The metal 4 layer:
Bar = 50 um. Supply wires on this layer in gray.
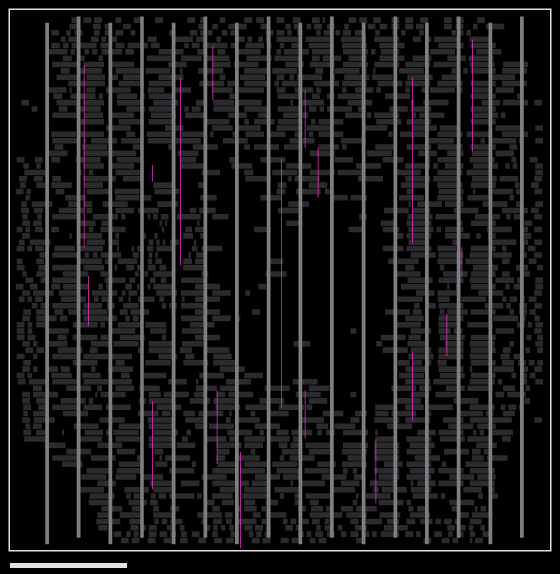
Routing congestion map:
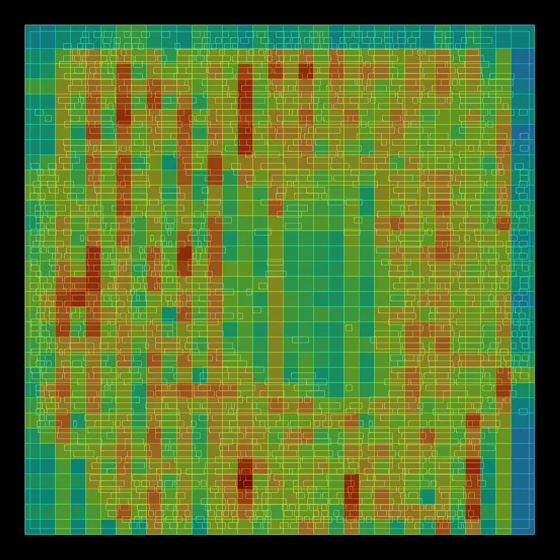
Met1 routing:
Supply wires on this layer in gray.
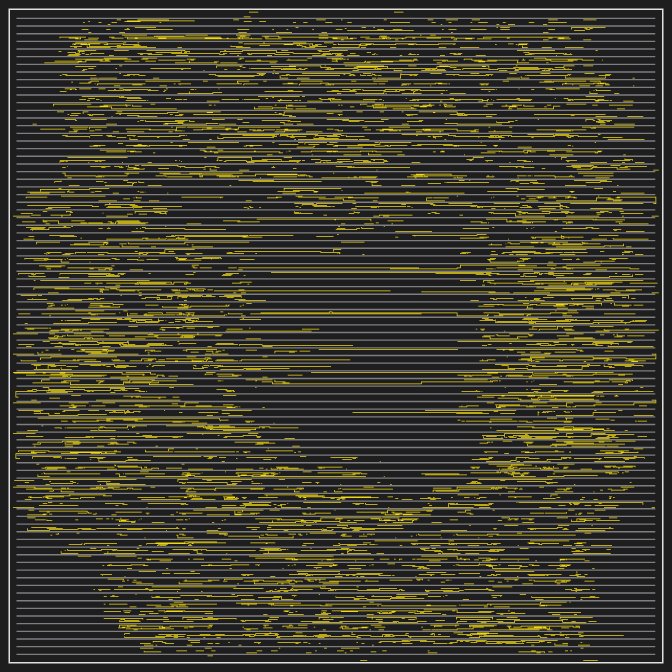
Placed cells, one color a class:
Bar = 50 um. Fill, decap, tap and diode cells in gray.
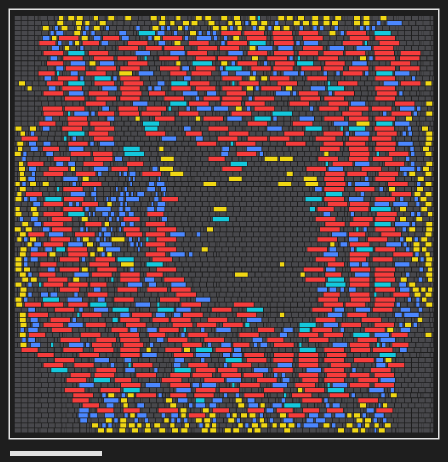
==> src/rtl/fetch_pkg.sv <==
// Shared fetch-stage constants, FSM encoding and queue-entry layout.
package fetch_pkg;
  localparam int DATA_WIDTH = 64;
  localparam int INST_WIDTH = 32;
  localparam int FIFO_DEPTH = 4;

  typedef enum logic {
    IDLE      = 1'b0,
    WAIT_RESP = 1'b1
  } fetch_state_t;

  // Queue entries are packed MSB-first as {fault, inst, pc}.
  typedef struct packed {
    logic                  fault;
    logic [INST_WIDTH-1:0] inst;
    logic [DATA_WIDTH-1:0] pc;
  } fetch_entry_t;
endpackage

==> src/rtl/fetch_fifo.sv <==
// Registered instruction queue; flush empties it and overrides push/pop.
module fetch_fifo #(
  parameter int WIDTH = 97,
  parameter int DEPTH = 4
) (
  input  logic                     clk,
  input  logic                     reset,
  input  logic                     push,
  input  logic                     pop,
  input  logic                     flush,
  input  logic [WIDTH-1:0]         wdata,
  output logic [WIDTH-1:0]         rdata,
  output logic                     full,
  output logic                     empty,
  output logic [$clog2(DEPTH):0]   count
);
  localparam int AW = $clog2(DEPTH);
  localparam int CW = AW + 1;

  logic [WIDTH-1:0] mem [DEPTH];
  logic [AW-1:0]    wptr, rptr;
  logic             do_push, do_pop;

  assign full    = (count == CW'(DEPTH));
  assign empty   = (count == '0);
  assign do_push = push && !full && !flush;
  assign do_pop  = pop && !empty && !flush;
  // Empty head reads as zero so decode never sees stale or unreset storage.
  assign rdata   = empty ? '0 : mem[rptr];

  always_ff @(posedge clk or negedge reset) begin
    if (!reset) begin
      wptr  <= '0;
      rptr  <= '0;
      count <= '0;
    end else if (flush) begin
      wptr  <= '0;
      rptr  <= '0;
      count <= '0;
    end else begin
      if (do_push) wptr <= wptr + 1'b1;
      if (do_pop)  rptr <= rptr + 1'b1;
      case ({do_push, do_pop})
        2'b10:   count <= count + 1'b1;
        2'b01:   count <= count - 1'b1;
        default: count <= count;
      endcase
    end
  end

  always_ff @(posedge clk) begin
    if (do_push) mem[wptr] <= wdata;
  end
endmodule

==> src/rtl/instruction_fetch.sv <==
// Fetch stage: single-outstanding imem request FSM feeding a decode queue.
module instruction_fetch
  import fetch_pkg::*;
#(
  parameter int dataWidth = DATA_WIDTH,
  parameter int instWidth = INST_WIDTH,
  parameter int depth     = FIFO_DEPTH
) (
  input  logic                 clk,
  input  logic                 reset,
  input  logic [dataWidth-1:0] currentPc,
  output logic                 pc_stall,
  input  logic                 flush,
  output logic                 imem_req_valid,
  output logic [dataWidth-1:0] imem_req_addr,
  input  logic                 imem_req_ready,
  input  logic                 imem_resp_valid,
  input  logic [instWidth-1:0] imem_resp_data,
  output logic                 if_valid,
  output logic [instWidth-1:0] if_inst,
  output logic [dataWidth-1:0] if_pc,
  output logic                 if_fault,
  input  logic                 id_ready
);
  localparam int EW = 1 + instWidth + dataWidth;
  localparam int CW = $clog2(depth) + 1;

  fetch_state_t         state;
  logic                 discard;
  logic [dataWidth-1:0] pending_pc;

  logic [CW-1:0] count;
  logic          full, empty;
  logic [EW-1:0] wdata, rdata;
  logic          idle_ok, aligned, accept, mis_push, resp_push, push, pop;

  // reset gates the IDLE decisions so nothing is requested while held in reset.
  assign idle_ok        = reset && (state == IDLE) && !flush && (count < CW'(depth));
  assign aligned        = (currentPc[1:0] == 2'b00);
  assign imem_req_valid = idle_ok && aligned;
  assign imem_req_addr  = imem_req_valid ? currentPc : '0;
  assign accept         = imem_req_valid && imem_req_ready;
  assign mis_push       = idle_ok && !aligned;
  assign resp_push      = (state == WAIT_RESP) && imem_resp_valid && !discard && !flush;
  assign pc_stall       = !(accept || mis_push);

  assign push  = (mis_push || resp_push) && !full;
  assign pop   = !empty && id_ready;
  assign wdata = mis_push ? {1'b1, {instWidth{1'b0}}, currentPc}
                          : {1'b0, imem_resp_data, pending_pc};

  fetch_fifo #(.WIDTH(EW), .DEPTH(depth)) u_fifo (
    .clk   (clk),
    .reset (reset),
    .push  (push),
    .pop   (pop),
    .flush (flush),
    .wdata (wdata),
    .rdata (rdata),
    .full  (full),
    .empty (empty),
    .count (count)
  );

  assign if_valid                     = !empty;
  assign {if_fault, if_inst, if_pc}   = rdata;

  always_ff @(posedge clk or negedge reset) begin
    if (!reset) begin
      state      <= IDLE;
      discard    <= 1'b0;
      pending_pc <= '0;
    end else begin
      case (state)
        IDLE: if (accept) begin
          state      <= WAIT_RESP;
          pending_pc <= currentPc;
          discard    <= 1'b0;
        end
        WAIT_RESP: begin
          // A response always retires the request; a flush without one poisons it.
          if (imem_resp_valid) begin
            state   <= IDLE;
            discard <= 1'b0;
          end else if (flush) begin
            discard <= 1'b1;
          end
        end
        default: state <= IDLE;
      endcase
    end
  end
endmodule
==> config.mk <==
export PLATFORM = sky130hd
export DESIGN_NAME = instruction_fetch
export DESIGN_NICKNAME = d
export VERILOG_FILES = /design/src/rtl/fetch_pkg.sv /design/src/rtl/fetch_fifo.sv /design/src/rtl/instruction_fetch.sv
export SDC_FILE = /design/constraint.sdc
export NUM_CORES = 1
export LEC_CHECK = 0
export ABC_CLOCK_PERIOD_IN_PS = 4200
export CELL_PAD_IN_SITES_DETAIL_PLACEMENT = 1
export CELL_PAD_IN_SITES_GLOBAL_PLACEMENT = 2
export CORE_MARGIN = 2
export CORE_UTILIZATION = 37
export DETAILED_ROUTE_END_ITERATION = 6
export PLACE_DENSITY = 0.78
export SLEW_MARGIN = 10
export SYNTH_ARGS = -nofsm -noshare
export SYNTH_HDL_FRONTEND = slang
export SYNTH_SLANG_ARGS = --single-unit
==> constraint.sdc <==
create_clock -name clk -period 4.2 [get_ports clk]
set_clock_uncertainty 0.1 [all_clocks]
set_input_delay 0.42 -clock clk [delete_from_list [all_inputs] [get_ports clk]]
set_output_delay 0.42 -clock clk [all_outputs]
set_load 0.05 [all_outputs]
==> impl_metrics.py <==
# Metrics from the implementation run
metrics = {
    "synthesis": {
        "yosys_area_mm2": 0.0191,
        "synthArstFlopShare_pct": 15.8,
        "syn_inst": 1000,
        "ys_types": 38,
        "yosys-mux-area-fraction_pct": 19.6,
        "ys_seq_elements": 461,
    },
    "pwr": {
        "power_density_mw_per_mm2": 583,
        "power_mw": 14.1,
        "p_int_mw": 9.71,
        "swShare_pct": 31.3,
    },
    "final_timing": {
        "holdWs_ns": 0.189,
        "relSlewSlack_pct": 39.7,
        "setup_viol": 0,
    },
    "die": {
        "die-area_mm2": 0.0536,
        "core_mm2": 0.0512,
    },
    "placement": {
        "gp_congestion": 0.694,
        "port_buffers": 263,
    },
    "setup_path": {
        "critPathTopFamily": "buffers and inverters",
        "critical_path.endpoint": "imem_req_addr[36]",
        "crit_type": "in -> out",
    },
    "cts": {
        "clock.latency.late_pin_ns": 0.58,
    },
    "grt": {
        "met1_usage_pct": 21.9,
        "grt_max_degree": 63,
        "track_usage_pct": 16.7,
        "grt_pass1_wl_um": 67500,
    },
    "final_layout": {
        "ff_count": 461,
        "comb_cells": 477,
        "num-nonclk-inverters": 3,
    },
    "hold_path": {
        "hold_path_class": "in -> async",
    },
    "job": {
        "warnings": 29,
    },
    "status": {
        "outcome": "finished clean",
    },
    "route": {
        "first_pass_iters": 4,
    },
}
About 'the metal 4 layer':
share of all routed wire: 1.6%
main direction: vertical

About 'routing congestion map':
Most Crowded Layer GR: met2
met3 Track Usage GR: 3.46%
grt met2 use: 28.5%

About 'met1 routing':
share of all routed wire: 43%
longest straight run: 78.7 um
wire length on this layer: 18,900 um

About 'placed cells, one color a class':
| color | class | cells |
|---|---|---|
| blue | combinational and other logic | 480 |
| red | flops | 461 |
| yellow | other buffers and delay cells | 297 |
| cyan | clock drivers and dummy loads | 90 |

[cells by family after synthesis]
logic type / count (synthesis)
flip-flops: 461
AND/OR/NAND/NOR: 234
multiplexers: 224
buffers and inverters: 63
AND-OR/OR-AND: 10
adder cells (fa/ha/maj): 5
XOR/XNOR: 2
other: 1
[layout by cell type (no fill, tap or decap), types with 2 or more instances in the layout]
cell,instances
a21oi_1,2
ha_1,4
clkbuf_1,14
clkinv_1,10
nand2_1,13
and2_1,161
and2_4,5
mux2_4,36
clkdlybuf4s50_1,211
o21ai_0,3
clkbuf_16,48
conb_1,2
nor2b_1,34
nor2_1,7
nand2b_1,3
buf_4,69
clkinv_2,6
buf_12,16
inv_1,3
mux2_2,90
inv_6,2
bufinv_16,5
dfrtp_4,2
edfxtp_1,388
mux4_2,97
clkbuf_8,2
dfrtp_1,71
xor2_1,2
[how the worst min path moves through the flow]
stage | slack [ns] | startpoint | endpoint
4_1_cts | 0.15 | reset | pending_pc[2]
3_5_place_dp | 0.25 | reset | pending_pc[55]
5_1_grt | 0.19 | reset | pending_pc[2]
6_report | 0.19 | reset | pending_pc[52]
3_3_place_gp | 0.25 | reset | pending_pc[50]
2_1_floorplan | 0.02 | reset | discard
[through the flow]
step	setup slack [ns]	std cells	instance area, um2
6_report	0.526	2008	24300
5_1_grt	0.334	2008	24300
4_1_cts	0.472	2008	24300
3_5_place_dp	0.606	1917	22700
3_3_place_gp	0.742	1917	22700
2_1_floorplan	0.0724	1001	19100
[flip-flops by register name, summed over array words and instances, names as in the netlist]
| name | flops |
|---|---|
| u_fifo.count | 3 |
| pending_pc | 64 |
| state | 1 |
| u_fifo.wptr | 2 |
| u_fifo.rptr | 2 |
| discard | 1 |
| u_fifo.mem | 388 |
Power figures rest on the tool's default switching activity, not on a simulated workload.
